===== src/rtl/encoder_ctrl_pkg.sv =====
// Shared types and constants for the encoder axis move sequencer.
package encoder_ctrl_pkg;

    typedef enum logic [2:0] {
        ST_IDLE,
        ST_HOME_SEEK,
        ST_HOME_CLEAR,
        ST_READY,
        ST_MOVE,
        ST_SETTLE,
        ST_FAULT
    } state_e;

    localparam logic [1:0] FAULT_NONE     = 2'd0;
    localparam logic [1:0] FAULT_HOME_TMO = 2'd1;
    localparam logic [1:0] FAULT_MOVE_TMO = 2'd2;

    localparam logic DIR_CW  = 1'b1;
    localparam logic DIR_CCW = 1'b0;

    function automatic logic is_busy(input state_e s);
        return (s == ST_HOME_SEEK) || (s == ST_HOME_CLEAR) ||
               (s == ST_MOVE) || (s == ST_SETTLE);
    endfunction

endpackage


===== src/rtl/sync_2ff.sv =====
// Two-flop synchronizer for asynchronous single-bit inputs
// (home switch, encoder A/B).
module sync_2ff #(
    parameter int WIDTH = 1
) (
    input  logic             clk,
    input  logic             reset,
    input  logic [WIDTH-1:0] d,
    output logic [WIDTH-1:0] q
);

    logic [WIDTH-1:0] meta_q;
    logic [WIDTH-1:0] sync_q;

    always_ff @(posedge clk or posedge reset) begin
        if (reset) begin
            meta_q <= '0;
            sync_q <= '0;
        end else begin
            meta_q <= d;
            sync_q <= meta_q;
        end
    end

    assign q = sync_q;

endmodule


===== src/rtl/encoder_move_sequencer.sv =====
// Closed-loop homing and move sequencer for one quadrature-encoded axis.
// Owns the decoder clear pulse and drives motor enable/direction.
module encoder_move_sequencer
    import encoder_ctrl_pkg::*;
#(
    parameter int POS_W         = 16,
    parameter int TMO_W         = 20,
    parameter int DEADBAND      = 2,
    parameter int SETTLE_CYCLES = 8
) (
    input  logic                    clk,
    input  logic                    reset,
    input  logic                    home_req,
    input  logic                    cmd_valid,
    output logic                    cmd_ready,
    input  logic signed [POS_W-1:0] cmd_target,
    input  logic signed [POS_W-1:0] position,
    input  logic                    home_sw,
    input  logic        [TMO_W-1:0] timeout_limit,
    input  logic                    fault_clr,
    output logic                    pos_clear,
    output logic                    motor_en,
    output logic                    motor_dir,
    output logic                    busy,
    output logic                    done,
    output logic                    homed,
    output logic                    fault,
    output logic        [1:0]       fault_code
);

    localparam int SET_W = $clog2(SETTLE_CYCLES + 1);
    localparam logic signed [POS_W:0] DB_P = (POS_W + 1)'(DEADBAND);
    localparam logic signed [POS_W:0] DB_N = -DB_P;

    logic home_sw_s;

    sync_2ff #(.WIDTH(1)) u_home_sync (
        .clk   (clk),
        .reset (reset),
        .d     (home_sw),
        .q     (home_sw_s)
    );

    state_e                  state_q, state_d;
    logic signed [POS_W-1:0] target_q, target_d;
    logic [TMO_W-1:0]        tmo_q, tmo_d;
    logic [SET_W-1:0]        settle_q, settle_d;
    logic                    pos_clear_q, pos_clear_d;
    logic                    motor_en_q, motor_en_d;
    logic                    motor_dir_q, motor_dir_d;
    logic                    busy_q, busy_d;
    logic                    done_q, done_d;
    logic                    homed_q, homed_d;
    logic                    fault_q, fault_d;
    logic [1:0]              fault_code_q, fault_code_d;

    // One extra bit so full-scale opposite extremes never wrap.
    logic signed [POS_W:0] err;
    logic                  in_band;
    logic [TMO_W-1:0]      tmo_inc;
    logic                  tmo_hit;
    logic [SET_W-1:0]      settle_inc;
    logic                  settle_done;

    assign err = $signed({target_q[POS_W-1], target_q}) -
                 $signed({position[POS_W-1], position});
    assign in_band = (err <= DB_P) && (err >= DB_N);

    assign tmo_inc = tmo_q + TMO_W'(1);
    assign tmo_hit = (timeout_limit != '0) && (tmo_inc >= timeout_limit);

    assign settle_inc  = settle_q + SET_W'(1);
    assign settle_done = (settle_inc == SET_W'(SETTLE_CYCLES));

    assign cmd_ready = (state_q == ST_READY) && !home_req;

    always_comb begin
        state_d      = state_q;
        target_d     = target_q;
        tmo_d        = tmo_q;
        settle_d     = settle_q;
        pos_clear_d  = 1'b0;
        motor_en_d   = 1'b0;
        motor_dir_d  = motor_dir_q;
        done_d       = 1'b0;
        homed_d      = homed_q;
        fault_code_d = fault_code_q;

        unique case (state_q)
            ST_IDLE: begin
                if (home_req) begin
                    state_d     = ST_HOME_SEEK;
                    tmo_d       = '0;
                    motor_en_d  = 1'b1;
                    motor_dir_d = DIR_CCW;
                end
            end
            ST_HOME_SEEK: begin
                tmo_d = tmo_inc;
                if (home_sw_s) begin
                    state_d     = ST_HOME_CLEAR;
                    pos_clear_d = 1'b1;
                end else if (tmo_hit) begin
                    state_d      = ST_FAULT;
                    fault_code_d = FAULT_HOME_TMO;
                    homed_d      = 1'b0;
                end else begin
                    motor_en_d  = 1'b1;
                    motor_dir_d = DIR_CCW;
                end
            end
            ST_HOME_CLEAR: begin
                state_d = ST_READY;
                homed_d = 1'b1;
            end
            ST_READY: begin
                if (home_req) begin
                    state_d     = ST_HOME_SEEK;
                    tmo_d       = '0;
                    motor_en_d  = 1'b1;
                    motor_dir_d = DIR_CCW;
                end else if (cmd_valid) begin
                    state_d  = ST_MOVE;
                    target_d = cmd_target;
                    tmo_d    = '0;
                    settle_d = '0;
                end
            end
            ST_MOVE: begin
                tmo_d = tmo_inc;
                if (tmo_hit) begin
                    state_d      = ST_FAULT;
                    fault_code_d = FAULT_MOVE_TMO;
                    homed_d      = 1'b0;
                end else if (in_band) begin
                    state_d  = ST_SETTLE;
                    settle_d = SET_W'(1);
                end else begin
                    motor_en_d  = 1'b1;
                    motor_dir_d = (err > 0) ? DIR_CW : DIR_CCW;
                end
            end
            ST_SETTLE: begin
                tmo_d = tmo_inc;
                if (in_band && settle_done) begin
                    state_d = ST_READY;
                    done_d  = 1'b1;
                end else if (tmo_hit) begin
                    state_d      = ST_FAULT;
                    fault_code_d = FAULT_MOVE_TMO;
                    homed_d      = 1'b0;
                end else if (!in_band) begin
                    state_d  = ST_MOVE;
                    settle_d = '0;
                end else begin
                    settle_d = settle_inc;
                end
            end
            ST_FAULT: begin
                if (fault_clr) begin
                    state_d      = ST_IDLE;
                    fault_code_d = FAULT_NONE;
                end
            end
            default: begin
                state_d = ST_IDLE;
            end
        endcase

        busy_d  = is_busy(state_d);
        fault_d = (state_d == ST_FAULT);
    end

    always_ff @(posedge clk or posedge reset) begin
        if (reset) begin
            state_q      <= ST_IDLE;
            target_q     <= '0;
            tmo_q        <= '0;
            settle_q     <= '0;
            pos_clear_q  <= 1'b0;
            motor_en_q   <= 1'b0;
            motor_dir_q  <= 1'b0;
            busy_q       <= 1'b0;
            done_q       <= 1'b0;
            homed_q      <= 1'b0;
            fault_q      <= 1'b0;
            fault_code_q <= FAULT_NONE;
        end else begin
            state_q      <= state_d;
            target_q     <= target_d;
            tmo_q        <= tmo_d;
            settle_q     <= settle_d;
            pos_clear_q  <= pos_clear_d;
            motor_en_q   <= motor_en_d;
            motor_dir_q  <= motor_dir_d;
            busy_q       <= busy_d;
            done_q       <= done_d;
            homed_q      <= homed_d;
            fault_q      <= fault_d;
            fault_code_q <= fault_code_d;
        end
    end

    assign pos_clear  = pos_clear_q;
    assign motor_en   = motor_en_q;
    assign motor_dir  = motor_dir_q;
    assign busy       = busy_q;
    assign done       = done_q;
    assign homed      = homed_q;
    assign fault      = fault_q;
    assign fault_code = fault_code_q;

endmodule


===== config.mk =====
export PLATFORM = sky130hd
export DESIGN_NAME = encoder_move_sequencer
export DESIGN_NICKNAME = d
export VERILOG_FILES = /design/src/rtl/encoder_ctrl_pkg.sv /design/src/rtl/sync_2ff.sv /design/src/rtl/encoder_move_sequencer.sv
export SDC_FILE = /design/constraint.sdc
export NUM_CORES = 1
export LEC_CHECK = 0
export ABC_AREA = 1
export CAP_MARGIN = 15
export CORE_ASPECT_RATIO = 1.75
export CORE_UTILIZATION = 56
export DETAILED_ROUTE_END_ITERATION = 7
export PLACE_DENSITY_LB_ADDON = 0.12
export SLEW_MARGIN = 20
export SYNTH_ARGS = -nofsm -noshare
export SYNTH_HDL_FRONTEND = slang
export SYNTH_SLANG_ARGS = --single-unit

===== constraint.sdc =====
create_clock -name clk -period 4.2 [get_ports clk]
set_clock_uncertainty 0.1 [all_clocks]
set_input_delay 0.84 -clock clk [delete_from_list [all_inputs] [get_ports clk]]
set_output_delay 0.84 -clock clk [all_outputs]
set_load 0.005 [all_outputs]

Gate-type map:
(3 px per µm)
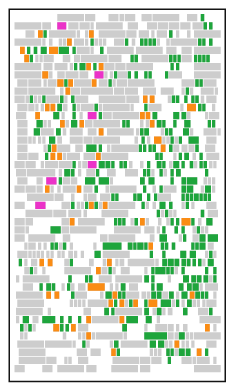
legend:
  AND-OR and OR-AND gates:
    color: magenta
    cells: 6
  NAND gates:
    color: green
    cells: 288
    where: all over the die
  inverting AOI/OAI gates:
    color: orange
    cells: 61

Signal wires on met3:
(4 px per µm)
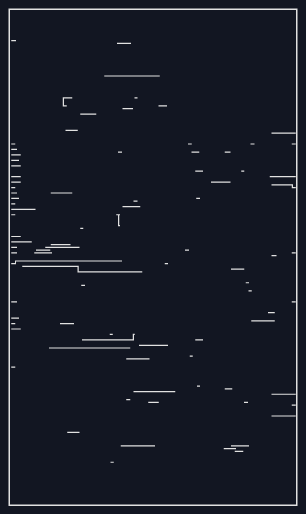
nets with wire on the layer: 72
main direction: horizontal

Clock distribution:
(4 px per µm)
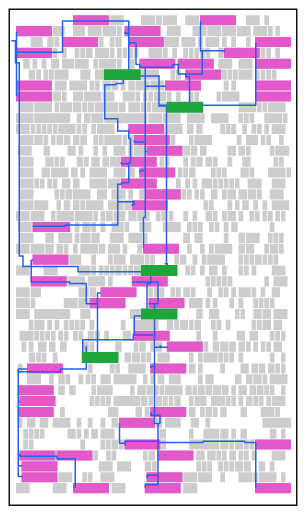
legend:
  cells driving clock nets:
    color: green
    count: 5
  clock wires:
    color: blue
    length: 758 µm
  flip-flops:
    color: magenta
    count: 54
routed clock nets: 6
flops lie: all over the die
Clock Power: 470 µW
clock share of power: 15.1%
clk latency late pin: 290 ps

Routed metal, one color a layer:
(3 px per µm)
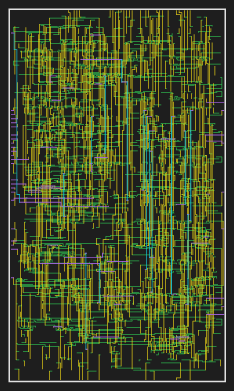
legend:
  met1:
    color: green
    wire_length: 4490 µm
  met2:
    color: yellow
    wire_length: 6940 µm
  met4:
    color: cyan
    wire_length: 523 µm
  met3:
    color: purple
    wire_length: 309 µm
Routed WL per cell: 13.8 µm
DRT Wirelength: 12.3 mm
via count: 4660
GRT Overall Usage: 28.0%

Clock nets:
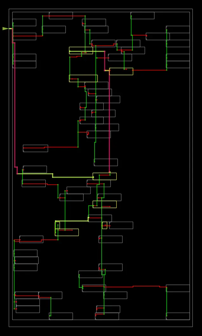
flip-flops: 54
CTS sink cnt: 54
CLK BUF: 5
number of CTS-inserted buffers: 5

-- through the flow --
step / util [%] / instance area (µm²) / setup TNS (ps) / setup WS (ps)
detailed placement: 67.0 / 5530 / -4.74 / -4.74
global route: 70.9 / 5860 / -226 / -60.7
floorplan: - / 4730 / 0 / 487
global placement: 67.0 / 5530 / 0 / 147
finish: 70.9 / 5860 / 0 / 222
CTS: 69.0 / 5700 / 0 / 41.0
-- worst min path at each step --
| stage | slack (ps) | from | cells past startpoint | to |
|---|---|---|---|---|
| 4_1_cts | 260 | u_home_sync.meta_q | 0 | u_home_sync.q |
| 3_3_place_gp | 230 | u_home_sync.meta_q | 0 | u_home_sync.q |
| 3_5_place_dp | 240 | u_home_sync.meta_q | 0 | u_home_sync.q |
| 5_1_grt | 270 | u_home_sync.meta_q | 0 | u_home_sync.q |
| 6_report | 250 | u_home_sync.meta_q | 0 | u_home_sync.q |
| 2_1_floorplan | 230 | u_home_sync.meta_q | 0 | u_home_sync.q |
-- cell families after synthesis --
group / count (synthesis)
and+or+nand+nor: 383
buffers and inverters: 149
AOI/OAI and AO/OA: 67
DFF: 54
adders and majority gates: 40
xor gates and xnor gates: 18
-- synth_stat cells, types with 2 or more instances --
master,count
inv_2,4
nor3_1,11
nor3_2,4
dfrtp_1,54
ha_1,39
nand2_1,198
xor2_1,16
o21ai_1,5
xnor2_1,2
nand3_1,44
a32o_1,2
nand3_2,5
o21ai_0,24
nand2_2,21
and2_1,2
nor2_2,9
nor2_1,62
clkbuf_1,4
nor4_1,3
o22ai_1,2
nand4_1,15
a21oi_2,3
a22o_1,4
inv_1,140
a21oi_1,24
-- registers in the layout (all words and copies together) (netlist names), 2 cells and up --
signal      count
tmo_q          20
target_q       16
state_q         3
settle_q        4
fault_code      2
==> reports/results.ini <==
[synth]
syn_nets = 809
synth_top_cell_by_area = dfrtp_1
synth_seq_share_pct = 28.6
synth_flops = 54
synthMuxAreaShare_pct = 0
fa_ha_area_share_pct = 10.7
synth.comb.largest_family = simple AND/OR/NAND/NOR gates
synth-xor-area-share_pct = 3.33
async_flop_share_pct = 100
ff_type = dfrtp_1
synthCells = 711
synth_area_um2 = 4730
simple_gate_share_pct = 37.3
yosys_area_um2 = 4730
top_area_share_pct = 28.6

[finish]
fin_cells = 887
signal_buffers = 80
seq_share_pct = 23.1
layout-drive-gt1-share_pct = 11.6
combGateArea_um2 = 2910
layout_top_cell = nand2_1
dominant_cells = logic gates
comb_share_pct = 49.7
final_cell_mix = nand2_1, inv_1, clkdlybuf4s50_1
inverters = 145
comb_cells = 508
buffer_area_share_pct = 13.1
nFillCells = 726

[power]
cellLeakagePower_uw = 0.00314
p_seq_uw = 754
comb_cell_power_uw = 1890
p_comb_share_pct = 60.7
pwr-share-seq_pct = 24.2
peakVddDrop_v = 0.000411
power_uw = 3120
largestPowerGroup = combinational cells

[die]
die_area_um2 = 8840
die_x_um = 71.5
rows = 44
fp_util_pct = 57.3
core_area_um2 = 8260
ios = 68

[grt]
grt_pass1_wl_mm = 19.2
use_met2_pct = 56.2
grt_overflow_total = 0
antenna_found_initial = 0
grt_pass1_vias = 4462
grt_max_degree = 55

[critical_path]
end_kind = register
critPathLaunchType = register
cp_common_cell = nand2_1
worst-path-max-fanout = 5
path_class = register to register
cp_slowest_cell = dfrtp_1
cp-endpoint = fault_code[1]
cp_data_arrival_time_ps = 4100
cp_num_buf_inv = 6

[sta]
hold_violations = 0
hold-worst-slack_ps = 253
slew_headroom_pct = 36.8

[min_path]
hp-class = register to register

[detailed_routing]
wl_met1_mm = 4.49
dr_wl_met2_mm = 6.94
post_drt_via_cell_ratio = 5.25
wl_met3_um = 308
top_layer_used = met4
drt.antenna.violating_nets = 0
first_iter_violations = 179

[placed_design]
finalWeightedCongestion = 0.903
io_buffers = 67

[clock_network]
cts_root_buf = clkbuf_16
cts_setup_buffers = 0

[run_status]
status = completed

[job]
max_cap_viol_count = 0

Power is estimated from default activity; no workload was simulated.
